[src/rtl/axis_l2_addr_swap_if.sv]
// 32-bit AXI4-Stream link (data, byte keep, last, single user bit) shared by the
// input and output ports of the L2 address swapper.
interface axis_l2_addr_swap_if;
  localparam int unsigned DATA_W = 32;
  localparam int unsigned KEEP_W = DATA_W / 8;

  logic [DATA_W-1:0] tdata;
  logic [KEEP_W-1:0] tkeep;
  logic              tvalid;
  logic              tready;
  logic              tlast;
  logic              tuser;

  modport master (output tdata, tkeep, tvalid, tlast, tuser, input tready);
  modport slave  (input tdata, tkeep, tvalid, tlast, tuser, output tready);
endinterface

[src/rtl/axis_l2_addr_swap.sv]
// Swaps the destination and source MAC addresses of each Ethernet frame on a
// 32-bit stream: buffers the 12-byte header, re-emits it, then cuts through.
module axis_l2_addr_swap #(
  parameter int unsigned ACT_BIT = 13
) (
  input  logic                       axis_tx_clk,
  input  logic                       axis_reset,
  input  logic                       swap_en,
  axis_l2_addr_swap_if.slave         s_axis,
  axis_l2_addr_swap_if.master        m_axis,
  output logic [15:0]                frame_count,
  output logic                       activity_flash
);
  localparam int unsigned DATA_W    = 32;
  localparam int unsigned KEEP_W    = DATA_W / 8;
  localparam int unsigned HDR_BEATS = 3;
  localparam int unsigned CNT_W     = 16;
  localparam logic [1:0]  HDR_LAST  = 2'(HDR_BEATS - 1);

  typedef struct packed {
    logic [DATA_W-1:0] data;
    logic [KEEP_W-1:0] keep;
    logic              last;
    logic              user;
  } beat_t;

  typedef enum logic [1:0] {COLLECT, EMIT, PASS} state_t;

  state_t             state_q, state_d;
  beat_t              hdr_q [HDR_BEATS];
  beat_t              hdr_d [HDR_BEATS];
  logic [1:0]         hdr_cnt_q, hdr_cnt_d;
  logic [1:0]         emit_idx_q, emit_idx_d;
  logic               swap_en_q, swap_en_d;
  logic               swap_act_q, swap_act_d;
  logic [CNT_W-1:0]   frame_count_q, frame_count_d;
  logic               live_q;

  beat_t                      cur;
  beat_t                      in_beat;
  logic [HDR_BEATS*DATA_W-1:0] hdr_flat;
  logic [DATA_W-1:0]          sw_data [HDR_BEATS];
  logic                       s_fire, m_fire, sw_sel;

  assign cur      = hdr_q[emit_idx_q];
  assign in_beat  = '{data: s_axis.tdata, keep: s_axis.tkeep, last: s_axis.tlast, user: s_axis.tuser};
  assign hdr_flat = {hdr_q[2].data, hdr_q[1].data, hdr_q[0].data};

  // Header bytes 0..5 (dst) and 6..11 (src) exchanged, kept in wire byte order
  assign sw_data[0] = hdr_flat[79:48];
  assign sw_data[1] = {hdr_flat[15:0], hdr_flat[95:80]};
  assign sw_data[2] = hdr_flat[47:16];

  assign s_fire = s_axis.tvalid && s_axis.tready;
  assign m_fire = m_axis.tvalid && m_axis.tready;
  assign sw_sel = (hdr_cnt_q == 2'd0) ? swap_en : swap_en_q;

  assign frame_count    = frame_count_q;
  assign activity_flash = frame_count_q[ACT_BIT];

  // Port drive: buffered header in EMIT, straight wires in PASS
  always_comb begin
    s_axis.tready = 1'b0;
    m_axis.tvalid = 1'b0;
    m_axis.tdata  = '0;
    m_axis.tkeep  = '0;
    m_axis.tlast  = 1'b0;
    m_axis.tuser  = 1'b0;
    case (state_q)
      COLLECT: s_axis.tready = live_q;
      EMIT: begin
        m_axis.tvalid = 1'b1;
        m_axis.tdata  = swap_act_q ? sw_data[emit_idx_q] : cur.data;
        m_axis.tkeep  = cur.keep;
        m_axis.tlast  = cur.last;
        m_axis.tuser  = cur.user;
      end
      PASS: begin
        s_axis.tready = m_axis.tready;
        m_axis.tvalid = s_axis.tvalid;
        m_axis.tdata  = s_axis.tdata;
        m_axis.tkeep  = s_axis.tkeep;
        m_axis.tlast  = s_axis.tlast;
        m_axis.tuser  = s_axis.tuser;
      end
      default: ;
    endcase
  end

  always_comb begin
    state_d       = state_q;
    hdr_d         = hdr_q;
    hdr_cnt_d     = hdr_cnt_q;
    emit_idx_d    = emit_idx_q;
    swap_en_d     = swap_en_q;
    swap_act_d    = swap_act_q;
    frame_count_d = frame_count_q;

    if (m_fire && m_axis.tlast) frame_count_d = frame_count_q + CNT_W'(1);

    case (state_q)
      COLLECT: if (s_fire) begin
        hdr_d[hdr_cnt_q] = in_beat;
        if (hdr_cnt_q == 2'd0) swap_en_d = swap_en;
        if (hdr_cnt_q == HDR_LAST || s_axis.tlast) begin
          state_d    = EMIT;
          hdr_cnt_d  = 2'd0;
          emit_idx_d = 2'd0;
          // Only a full, fully-populated 12-byte header is rewritten
          swap_act_d = sw_sel && (hdr_cnt_q == HDR_LAST) && (hdr_q[0].keep == '1)
                       && (hdr_q[1].keep == '1) && (s_axis.tkeep == '1);
        end else begin
          hdr_cnt_d = hdr_cnt_q + 2'd1;
        end
      end
      EMIT: if (m_fire) begin
        if (cur.last)                     state_d = COLLECT;
        else if (emit_idx_q == HDR_LAST)  state_d = PASS;
        else                              emit_idx_d = emit_idx_q + 2'd1;
      end
      PASS: if (s_fire && s_axis.tlast) state_d = COLLECT;
      default: state_d = COLLECT;
    endcase
  end

  always_ff @(posedge axis_tx_clk or posedge axis_reset) begin
    if (axis_reset) begin
      state_q       <= COLLECT;
      hdr_q         <= '{default: '0};
      hdr_cnt_q     <= 2'd0;
      emit_idx_q    <= 2'd0;
      swap_en_q     <= 1'b0;
      swap_act_q    <= 1'b0;
      frame_count_q <= '0;
      live_q        <= 1'b0;
    end else begin
      state_q       <= state_d;
      hdr_q         <= hdr_d;
      hdr_cnt_q     <= hdr_cnt_d;
      emit_idx_q    <= emit_idx_d;
      swap_en_q     <= swap_en_d;
      swap_act_q    <= swap_act_d;
      frame_count_q <= frame_count_d;
      live_q        <= 1'b1;
    end
  end
endmodule

[src/flat_wrapper.sv]
// flat-port wrapper written by rule: the top's interface ports become plain ports
module axis_l2_addr_swap_flat 
#(
  parameter int unsigned ACT_BIT = 13
)
  (axis_tx_clk, axis_reset, swap_en, frame_count, activity_flash, s_axis_tdata, s_axis_tkeep, s_axis_tvalid, s_axis_tlast, s_axis_tuser, s_axis_tready, m_axis_tdata, m_axis_tkeep, m_axis_tvalid, m_axis_tlast, m_axis_tuser, m_axis_tready);
  axis_l2_addr_swap_if s_axis_i ();
  axis_l2_addr_swap_if m_axis_i ();
  input  logic axis_tx_clk;
  input  logic axis_reset;
  input  logic swap_en;
  output logic [15:0] frame_count;
  output logic activity_flash;
  input wire logic [$bits(s_axis_i.tdata)-1:0] s_axis_tdata;
  input wire logic [$bits(s_axis_i.tkeep)-1:0] s_axis_tkeep;
  input wire logic [$bits(s_axis_i.tvalid)-1:0] s_axis_tvalid;
  input wire logic [$bits(s_axis_i.tlast)-1:0] s_axis_tlast;
  input wire logic [$bits(s_axis_i.tuser)-1:0] s_axis_tuser;
  output wire logic [$bits(s_axis_i.tready)-1:0] s_axis_tready;
  output wire logic [$bits(m_axis_i.tdata)-1:0] m_axis_tdata;
  output wire logic [$bits(m_axis_i.tkeep)-1:0] m_axis_tkeep;
  output wire logic [$bits(m_axis_i.tvalid)-1:0] m_axis_tvalid;
  output wire logic [$bits(m_axis_i.tlast)-1:0] m_axis_tlast;
  output wire logic [$bits(m_axis_i.tuser)-1:0] m_axis_tuser;
  input wire logic [$bits(m_axis_i.tready)-1:0] m_axis_tready;
  assign s_axis_i.tdata = s_axis_tdata;
  assign s_axis_i.tkeep = s_axis_tkeep;
  assign s_axis_i.tvalid = s_axis_tvalid;
  assign s_axis_i.tlast = s_axis_tlast;
  assign s_axis_i.tuser = s_axis_tuser;
  assign s_axis_tready = s_axis_i.tready;
  assign m_axis_tdata = m_axis_i.tdata;
  assign m_axis_tkeep = m_axis_i.tkeep;
  assign m_axis_tvalid = m_axis_i.tvalid;
  assign m_axis_tlast = m_axis_i.tlast;
  assign m_axis_tuser = m_axis_i.tuser;
  assign m_axis_i.tready = m_axis_tready;
  axis_l2_addr_swap #(.ACT_BIT(ACT_BIT)) u_core (.axis_tx_clk(axis_tx_clk), .axis_reset(axis_reset), .swap_en(swap_en), .s_axis(s_axis_i), .m_axis(m_axis_i), .frame_count(frame_count), .activity_flash(activity_flash));
endmodule
[config.mk]
export PLATFORM = sky130hd
export DESIGN_NAME = axis_l2_addr_swap_flat
export DESIGN_NICKNAME = d
export VERILOG_FILES = /design/src/rtl/axis_l2_addr_swap_if.sv /design/src/rtl/axis_l2_addr_swap.sv /design/src/flat_wrapper.sv
export SDC_FILE = /design/constraint.sdc
export NUM_CORES = 1
export LEC_CHECK = 0
export CAP_MARGIN = 5
export CORE_MARGIN = 2
export CORE_UTILIZATION = 42
export DETAILED_ROUTE_END_ITERATION = 10
export SLEW_MARGIN = 0
export SYNTH_ARGS = -nofsm -noshare
export SYNTH_HDL_FRONTEND = slang
export SYNTH_SLANG_ARGS = --single-unit
export TNS_END_PERCENT = 5
[constraint.sdc]
create_clock -name axis_tx_clk -period 9.75 [get_ports axis_tx_clk]
set_input_delay 0.975 -clock axis_tx_clk [delete_from_list [all_inputs] [get_ports axis_tx_clk]]
set_output_delay 0.975 -clock axis_tx_clk [all_outputs]
set_load 0.02 [all_outputs]
==> run_1/closeup.png <==
Region (22, 92) to (47, 117) µm. Cells in grey, sequential cells in the stronger grey; small squares are vias.
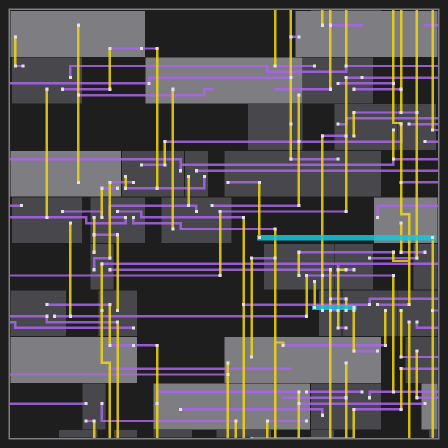
legend:
  purple:
    layer: M1
  cyan:
    layer: M3
  yellow:
    layer: M2
netlist names of flops here include: u_core.hdr_q (7)
most frequent: mux2_2 (7), dfrtp_1 (7)
sequential cells in the window: 7
cells with their middle in the window: 28

==> run_1/sizing.png <==
Drawn at 3 px/µm.
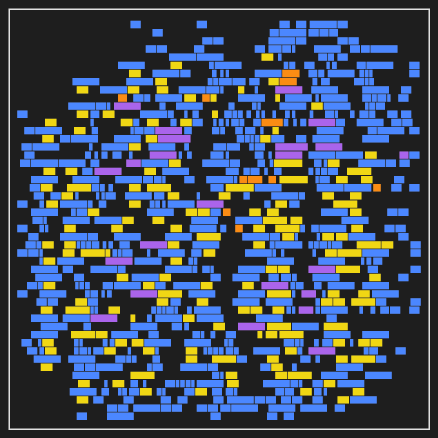
legend:
  orange:
    size: x3 and x4
    cells: 11
    share: 1.5%
  yellow:
    size: x2
    cells: 153
    share: 21%
  blue:
    size: x1 and smaller
    cells: 558
    share: 75%
  purple:
    size: x6 and larger
    cells: 23
    share: 3.1%
area delta synth->final: 21.4%
Layout Cell Area excl Fill: 0.00936 mm²
number of ordinary and repair buffers in the finished layout: 105

==> ds_physical_params.txt, run 1 <==
Physical design parameters

Parameter                              Value

Run status
  Status    completed

Layout
  Comb area    slightly below 0.004 mm²
  ClkCell Share    between 6 and 7%
  Combinational gates    458
  Count of antenna diodes in the layout    0
  Commonest cells after routing, fill and taps aside    sky130_fd_sc_hd__dfrtp_1, sky130_fd_sc_hd__mux2_2, sky130_fd_sc_hd__clkdlybuf4s50_1
  Registers    between 100 and 150
  Cell class with the largest area share    combinational gates
  Non-clock buffering overhead in the final layout    between 10% and 20%
  Util after Layout    52.1%
  Number of nets in the finished design    785
  Fraction of area in multi-input gates    about 42%
  Sequential share of cell area    37.2%
  Layout cells sized above 1    around a quarter
  Most common cell after layout, fill and taps aside    sky130_fd_sc_hd__dfrtp_1
  Clock tree buffer count of the final layout    25
  Sequential standard cell area    roughly 0.0035 mm²
  Inverter count    11

Die
  FP Core Util    between 40% and 50%
  Chip area    between 0.015 and 0.02 mm²
  Num tapcells    between 200 and 250
  Row cnt    ~49
  Vertical die dimension    approximately 140 µm
  Die Span X    139 µm
  I/O pin total    100
  Core area    0.0180 mm²

STA
  Post-route fraction of the period consumed by the critical path    a little under half
  Layout Skew    0.00744 ns
  Worst setup margin    ~5.3 ns
  Final Hold Violating Endpoints    0
  Max-slew headroom at the worst pin    between 20 and 25%
  Total Negative Setup Slacks    0 ns
  Fmax    between 200 and 250 MHz
  Final setup vio count    0
  Hold Worst Slack    0.471 ns
  Fin crit period    approximately 4.5 ns

Synthesis
  Seq cells post-synth    between 100 and 150
  Dominant cell by count in the synthesized netlist    sky130_fd_sc_hd__dfrtp_1
  Largest cells by area after synthesis    sky130_fd_sc_hd__dfrtp_1, sky130_fd_sc_hd__mux2_2, sky130_fd_sc_hd__mux4_2
  Commonest register cell after synthesis    sky130_fd_sc_hd__dfrtp_1
  Seq/Total Area, Yosys    between 40% and 50%
  Flip-flops with a built-in enable    0
  Yosys Instances    approximately 660
  Unique cell types    44
  Post-synth ARST share    100%
  Largest area contributor in the netlist    sky130_fd_sc_hd__dfrtp_1
  Post-Synthesis Mean Instance Area    about 12 µm²
  Proportion of netlist area held by the largest area contributor    a little under half
  Post-Synthesis Cell Area    around 0.0077 mm²
  Commonest cells in the netlist    sky130_fd_sc_hd__dfrtp_1, sky130_fd_sc_hd__mux2_2, sky130_fd_sc_hd__o21ai_0, sky130_fd_sc_hd__nand2_1, sky130_fd_sc_hd__mux2i_1
  Net count after synthesis    around 710
  Synthesized instance count    roughly 660

Worst setup path
  Critical-path cell list    inv_1 -> ha_1 -> and2_1 -> nand2_1 -> o21ai_0 -> clkdlybuf4s50_1
  Worst Setup Path Type    reg -> out
  Buffering stage count on the worst path with inverters included    2
  Top cell family by delay on the critical path    adder cells
  Critical path fanouts, max    28
  Maximum single-stage delay on the critical path    0.98 ns
  Master of the slowest instance on the critical path    sky130_fd_sc_hd__ha_1
  Critical Path Start Type    flop

GRT
  Pin count of the biggest net entering global routing    a little under 90
  Number of global-route vias before repair    between 5,000 and 6,000
  Overall global routing resource usage    slightly above 20%
  Initial antenna violation count    0
  Remaining Overflow, GRT    0

Placed design
  Worst slack, placed    between 5 and 6 ns
  Number of buffers inserted by port buffering    between 90 and 100
  HPWL Detailed    roughly 12 mm
  Gp weighted congestion    0.785

Clock tree
  Clock network latency to the later pin of the worst-skew pair    approximately 0.42 ns
  Count of clock tree sinks    between 100 and 150
  Number of buffers inserted by post-CTS setup repair    0
  Count of cells resized by post-cts repair    0
  Number of buffers inserted by hold repair at cts    0
  Clock Pin Slew Worst Setup and Hold Paths    approximately 0.060 ns
  Clock root buffer    sky130_fd_sc_hd__clkbuf_16
  Number of buffers created by CTS    17
  Max clock buf depth    2
  CTS tree    yes

Power and ir drop
  Proportion of power drawn by the clock network    about a fifth
  Worst VDD drop    roughly 160 µV
  Standby leakage power    about 3.7 nW
  Power attributed to the clock group    roughly 630 µW
  Power attributed to sequential cells    about 1.1 mW
  Combinational share of power    43.7%
  Switching portion of total power    36.6%
  Power of the combinational group    between 1 and 1.5 mW
  Pwr/cell area    about 320 mW/mm²
  Design internal power    about 1.9 mW
  Reported net switching power    between 1 and 1.5 mW
  Power group with the highest consumption    combinational cells

Run
  Max-cap violations    0
  Warning total across the stage logs    32

Detailed routing
  Total iterations of the first detailed-routing run    5
  Starting DRC count in detailed routing    about 320
  Via density per instance    5.70
  # DRC    0

Worst hold path
  Min-delay worst type    reg -> reg
==> run_1/m1.png <==
Drawn at 3 px/µm.
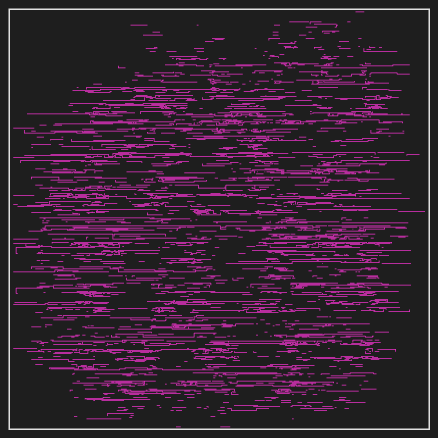
wire length on this layer: 8,630 µm
nets with wire on the layer: 701
share of all routed wire: 45%
longest straight run: 58.4 µm
Global Route met1 Usage: 28.2%
via count: 5,550
Total Routed Length: 19.1 mm

[run 1: metrics by stage]
stage	cell area, µm²	instances	total power, mW
4_1_cts	9360	974	3.02
5_1_grt	9360	974	3.20
2_1_floorplan	7710	655	1.92
3_3_place_gp	8780	942	2.33
3_5_place_dp	8780	942	2.38
6_report	9360	974	3.00
[run 1: cells by family (layout without fill, tap and decap cells)]
group / count (synthesis) / count (layout) / share of synthesized area, %
xor gates and xnor gates: 15 / 15 / 1.70
and+or+nand+nor: 123 / 123 / 7.71
adders and majority gates: 10 / 10 / 1.62
other: 1 / 1 / 0.0486
AOI/OAI and AO/OA: 123 / 123 / 10.0
buffers and inverters: 58 / 148 / 3.98
muxes: 186 / 186 / 29.8
DFF: 139 / 139 / 45.1
[run 1: worst paths after layout]
kind | startpoint | to | slack, ns | depth (start not counted)
min | u_core.frame_count[15] | u_core.frame_count[15] | 0.47 | 1
max | u_core.state_q[0] | m_axis_tdata[2] | 5.25 | 6
max reg2reg | u_core.state_q[1] | u_core.frame_count[15] | 6.93 | 7
min reg2reg | u_core.frame_count[15] | u_core.frame_count[15] | 0.47 | 1
min in group asynchronous | axis_reset | u_core.hdr_flat[26] | 1.09 | 2
max in group asynchronous | axis_reset | u_core.hdr_flat[76] | 7.47 | 3
[run 1: per-layer routing]
metal	share of wire [%]	wire length (µm)	GRT usage, %	up-vias
met2	49	9360	33.7	145
met1	45	8630	28.2	2825
li1	-	-	-	2550
met5	0	0	0	-
met3	4.1	781	3.44	30
met4	1.9	373	7.07	0
[run 1: flip-flops by register name (all words and copies together), names as in the netlist]
register            count
u_core.hdr_cnt_q        2
u_core.live_q           1
u_core.state_q          2
u_core.swap_en_q        1
u_core.hdr_flat        96
u_core.hdr_q           18
u_core.frame_count     16
u_core.emit_idx_q       2
u_core.swap_act_q       1
==> run 1 -> run 2 <==
==> constraint.sdc (replaced) <==
create_clock -name axis_tx_clk -period 4.6 [get_ports axis_tx_clk]
set_input_delay 0.46 -clock axis_tx_clk [delete_from_list [all_inputs] [get_ports axis_tx_clk]]
set_output_delay 0.46 -clock axis_tx_clk [all_outputs]
set_load 0.02 [all_outputs]
==> run_2/sizing.png <==
Drawn at 3 px/µm.
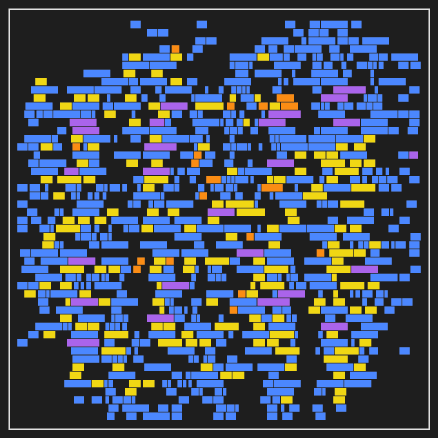
legend:
  yellow:
    size: x2
    cells: 155
    share: 21%
  orange:
    size: x3 and x4
    cells: 18
    share: 2.4%
  purple:
    size: x6 and larger
    cells: 25
    share: 3.3%
  blue:
    size: x1 and smaller
    cells: 553
    share: 74%
area delta synth->final: 22.9%
Layout Cell Area excl Fill: 0.00948 mm²
worst setup margin: 0.883 ns
number of ordinary and repair buffers in the finished layout: 111

==> run 2 against run 1 <==
Compared with the run above: first-iteration DRC count is 14% lower; area after synthesis did not move; clock skew grew 0.0020 ns; cell count up 0.62%; via count rose by 0.61%; hold slack worse by 0.0015 ns; clock-buffer cell count is 6 lower; largest power group unchanged; highest routed layer unchanged.
==> ds_physical_params.txt, run 2 <==
Physical design parameters

Parameter                              Value

Run status
  Status    completed (unchanged)

Layout
  Count of antenna diodes in the layout    0 (unchanged)
  Number of nets in the finished design    791 (was 785)
  Commonest cells after routing, fill and taps aside    sky130_fd_sc_hd__dfrtp_1, sky130_fd_sc_hd__mux2_2, sky130_fd_sc_hd__clkdlybuf4s50_1 (unchanged)
  Fillcell total    1,548 (was 1,552)
  Largest register FFs    96 (unchanged)
  Sequential share of cell area    36.7% (was 37.2%)
  Fraction of area in multi-input gates    41.5% (was 42.0%)
  Sequential standard cell area    0.00348 mm² (unchanged)
  Comb area    0.00393 mm² (unchanged)
  Inverter count    11 (unchanged)
  Util after Layout    52.8% (was 52.1%)
  Cell class with the largest area share    combinational gates (unchanged)
  Clock tree buffer count of the final layout    19 (was 25)
  Most common cell after layout, fill and taps aside    sky130_fd_sc_hd__dfrtp_1 (unchanged)
  Layout cells sized above 1    26.4% (was 25.1%)
  Combinational gates    458 (unchanged)
  Non-clock buffering overhead in the final layout    11.4% (was 11.1%)
  ClkCell Share    6.85% (was 6.14%)

Synthesis
  Flip-flops with a built-in enable    0 (unchanged)
  Seq/Total Area, Yosys    45.1% (unchanged)
  Unique cell types    44 (unchanged)
  Yosys Instances    655 (unchanged)
  Largest cells by area after synthesis    sky130_fd_sc_hd__dfrtp_1, sky130_fd_sc_hd__mux2_2, sky130_fd_sc_hd__mux4_2 (unchanged)
  Post-Synthesis Mean Instance Area    11.8 µm² (unchanged)
  Commonest register cell after synthesis    sky130_fd_sc_hd__dfrtp_1 (unchanged)
  Commonest cells in the netlist    sky130_fd_sc_hd__dfrtp_1, sky130_fd_sc_hd__mux2_2, sky130_fd_sc_hd__o21ai_0, sky130_fd_sc_hd__nand2_1, sky130_fd_sc_hd__mux2i_1 (unchanged)
  Seq cells post-synth    139 (unchanged)
  Post-synth ARST share    100% (unchanged)
  Synthesized instance count    655 (unchanged)
  Post-Synthesis Cell Area    0.00771 mm² (unchanged)
  Proportion of netlist area held by the largest area contributor    45.1% (unchanged)
  Dominant cell by count in the synthesized netlist    sky130_fd_sc_hd__dfrtp_1 (unchanged)

Clock tree
  CTS tree    yes (unchanged)
  Count of clock tree sinks    139 (unchanged)
  Number of buffers inserted by post-CTS setup repair    0 (unchanged)
  Max clock buf depth    2 (unchanged)
  Clock network latency to the later pin of the worst-skew pair    0.42 ns (about the same)
  Clock Pin Slew Worst Setup and Hold Paths    0.06 ns (about the same)
  Clock root buffer    sky130_fd_sc_hd__clkbuf_16 (unchanged)
  Count of cells resized by post-cts repair    0 (unchanged)
  Number of buffers inserted by hold repair at cts    0 (unchanged)

STA
  Post-route fraction of the period consumed by the critical path    between 80 and 90%
  Fin crit period    between 3 and 4 ns
  Hold Worst Slack    0.469 ns (was 0.471 ns)
  Final Hold Violating Endpoints    0 (unchanged)
  Final setup vio count    0 (unchanged)
  Fmax    between 200 and 300 MHz
  Final max-slew violation count    0 (unchanged)
  Max-slew headroom at the worst pin    26.6% (was 22.6%)
  Total Negative Setup Slacks    0 ns (unchanged)
  Layout Skew    0.00949 ns (was 0.00744 ns)

Detailed routing
  Via count    5,584 (was 5,550)
  Starting DRC count in detailed routing    278 (was 322)
  Via density per instance    5.70 (about the same)
  # DRC    0 (unchanged)
  Total iterations of the first detailed-routing run    6 (was 5)

Worst setup path
  Setup slack of the most critical reg-to-reg path    1.82 ns (was 6.93 ns)
  Critical path fanouts, max    18 (was 28)
  Critical Path Start Type    flop (unchanged)
  Worst Setup Path Type    reg -> out (unchanged)
  Reg2reg start    u_core.state_q[0] (was u_core.state_q[1])
  Critical path capture point type    output pin (unchanged)
  Buffering stage count on the worst path with inverters included    2 (unchanged)
  Maximum single-stage delay on the critical path    0.69 ns (was 0.98 ns)
  Crit path required time    4.14 ns (was 8.78 ns)
  Master of the slowest instance on the critical path    sky130_fd_sc_hd__nor2_1 (was sky130_fd_sc_hd__ha_1)
  Cells on worst reg2reg path    6 (was 7)
  Top cell family by delay on the critical path    simple AND/OR/NAND/NOR gates (was adder cells)
  Path length in cells of the critical path    7 (was 6)
  Critical-path cell list    inv_1 -> ha_1 -> nand2b_4 -> nor2_1 -> a222oi_1 -> nor2b_1 -> clkdlybuf4s50_1 (was inv_1 -> ha_1 -> and2_1 -> nand2_1 -> o21ai_0 -> clkdlybuf4s50_1)
  Worst Setup SP    u_core.state_q[1] (was u_core.state_q[0])

Die
  Chip area    0.0195 mm² (unchanged)
  I/O pin total    100 (unchanged)
  Core area    0.0180 mm² (unchanged)
  Num tapcells    229 (unchanged)
  FP Core Util    42.9% (unchanged)
  Die Span X    139 µm (unchanged)
  Row cnt    49 (unchanged)
  Vertical die dimension    139 µm (unchanged)

Power and ir drop
  Sum of internal, switching and leakage power    6.55 mW (was 3.00 mW)
  Worst VDD drop    337 µV (was 160 µV)
  Standby leakage power    3.79 nW (was 3.73 nW)
  Pwr/cell area    691 mW/mm² (was 320 mW/mm²)

GRT
  Initial antenna violation count    0 (unchanged)
  Remaining Overflow, GRT    0 (unchanged)
  Pin count of the biggest net entering global routing    116 (was 88)
  Overall global routing resource usage    20.5% (was 20.7%)
  Number of global-route vias before repair    5,743 (was 5,804)

Placed design
  Gp weighted congestion    0.801 (was 0.785)
  HPWL Detailed    12.8 mm (was 12.1 mm)
  Total placed instance area    0.00883 mm² (was 0.00878 mm²)
  Number of buffers inserted by port buffering    99 (unchanged)

Worst hold path
  Min-delay worst type    reg -> reg (unchanged)
  Worst hold stages    1 (unchanged)
  Min-delay src    u_core.frame_count[15] (unchanged)

Run
  Warning total across the stage logs    34 (was 32)
  Max-cap violations    0 (unchanged)
==> run_2/m1.png <==
Drawn at 3 px/µm.
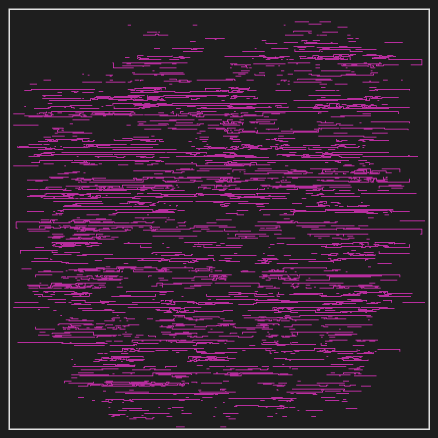
wire length on this layer: 8,760 µm
longest straight run: 38.6 µm
nets with wire on the layer: 703
main direction: horizontal

==> run 2: kinds of logic (layout without fill, tap and decap cells) <==
kind of cell | Yosys count | after routing | synth area share, %
xor gates and xnor gates | 15 | 15 | 1.70
DFF | 139 | 139 | 45.1
other | 1 | 1 | 0.0486
muxes | 186 | 186 | 29.8
adders and majority gates | 10 | 10 | 1.62
AOI/OAI and AO/OA | 123 | 123 | 10.0
and+or+nand+nor | 123 | 123 | 7.71
buffers and inverters | 58 | 154 | 3.98
==> run 2: stage by stage <==
stage	worst slack, ns	cells
6_report	0.883	980
5_1_grt	0.712	980
4_1_cts	0.897	980
3_5_place_dp	1.35	948
3_3_place_gp	1.38	948
2_1_floorplan	0.415	655
==> run 2: report_power, final <==
part	leakage, nW	internal (mW)	total (mW)	switching, mW
sequential	1.74	1.76	2.23	0.468
clock	0.322	0.985	1.50	0.519
combinational	1.73	1.44	2.82	1.38
total	3.79	4.19	6.55	2.36
==> run 2: worst reg2reg max path: cells and delay by family (launching register included) <==
family                   cells  cell delay [ns]
AND/OR/NAND/NOR              2             1.01
multiplexers                 1             0.56
flip-flops                   1             0.39
adder cells (fa/ha/maj)      1             0.38
AND-OR/OR-AND                1             0.19
buffers and inverters        1             0.14
==> run 2: worst paths after layout <==
check                                          to
setup / recovery                  m_axis_tkeep[1]
max in group asynchronous   u_core.frame_count[0]
hold / removal             u_core.frame_count[15]
min in group asynchronous  u_core.frame_count[10]
hold reg to reg            u_core.frame_count[15]
setup reg to reg              u_core.hdr_flat[52]
==> run 2: layer usage <==
layer,vias up,part of all wire [%],global-route usage [%]
li1,2554,-,-
met1,2867,45,27.6
met2,149,50,33.9
met3,14,4.7,4.61
met4,0,0.74,5.26
met5,-,0,0
Power and IR drop assume default switching activity.
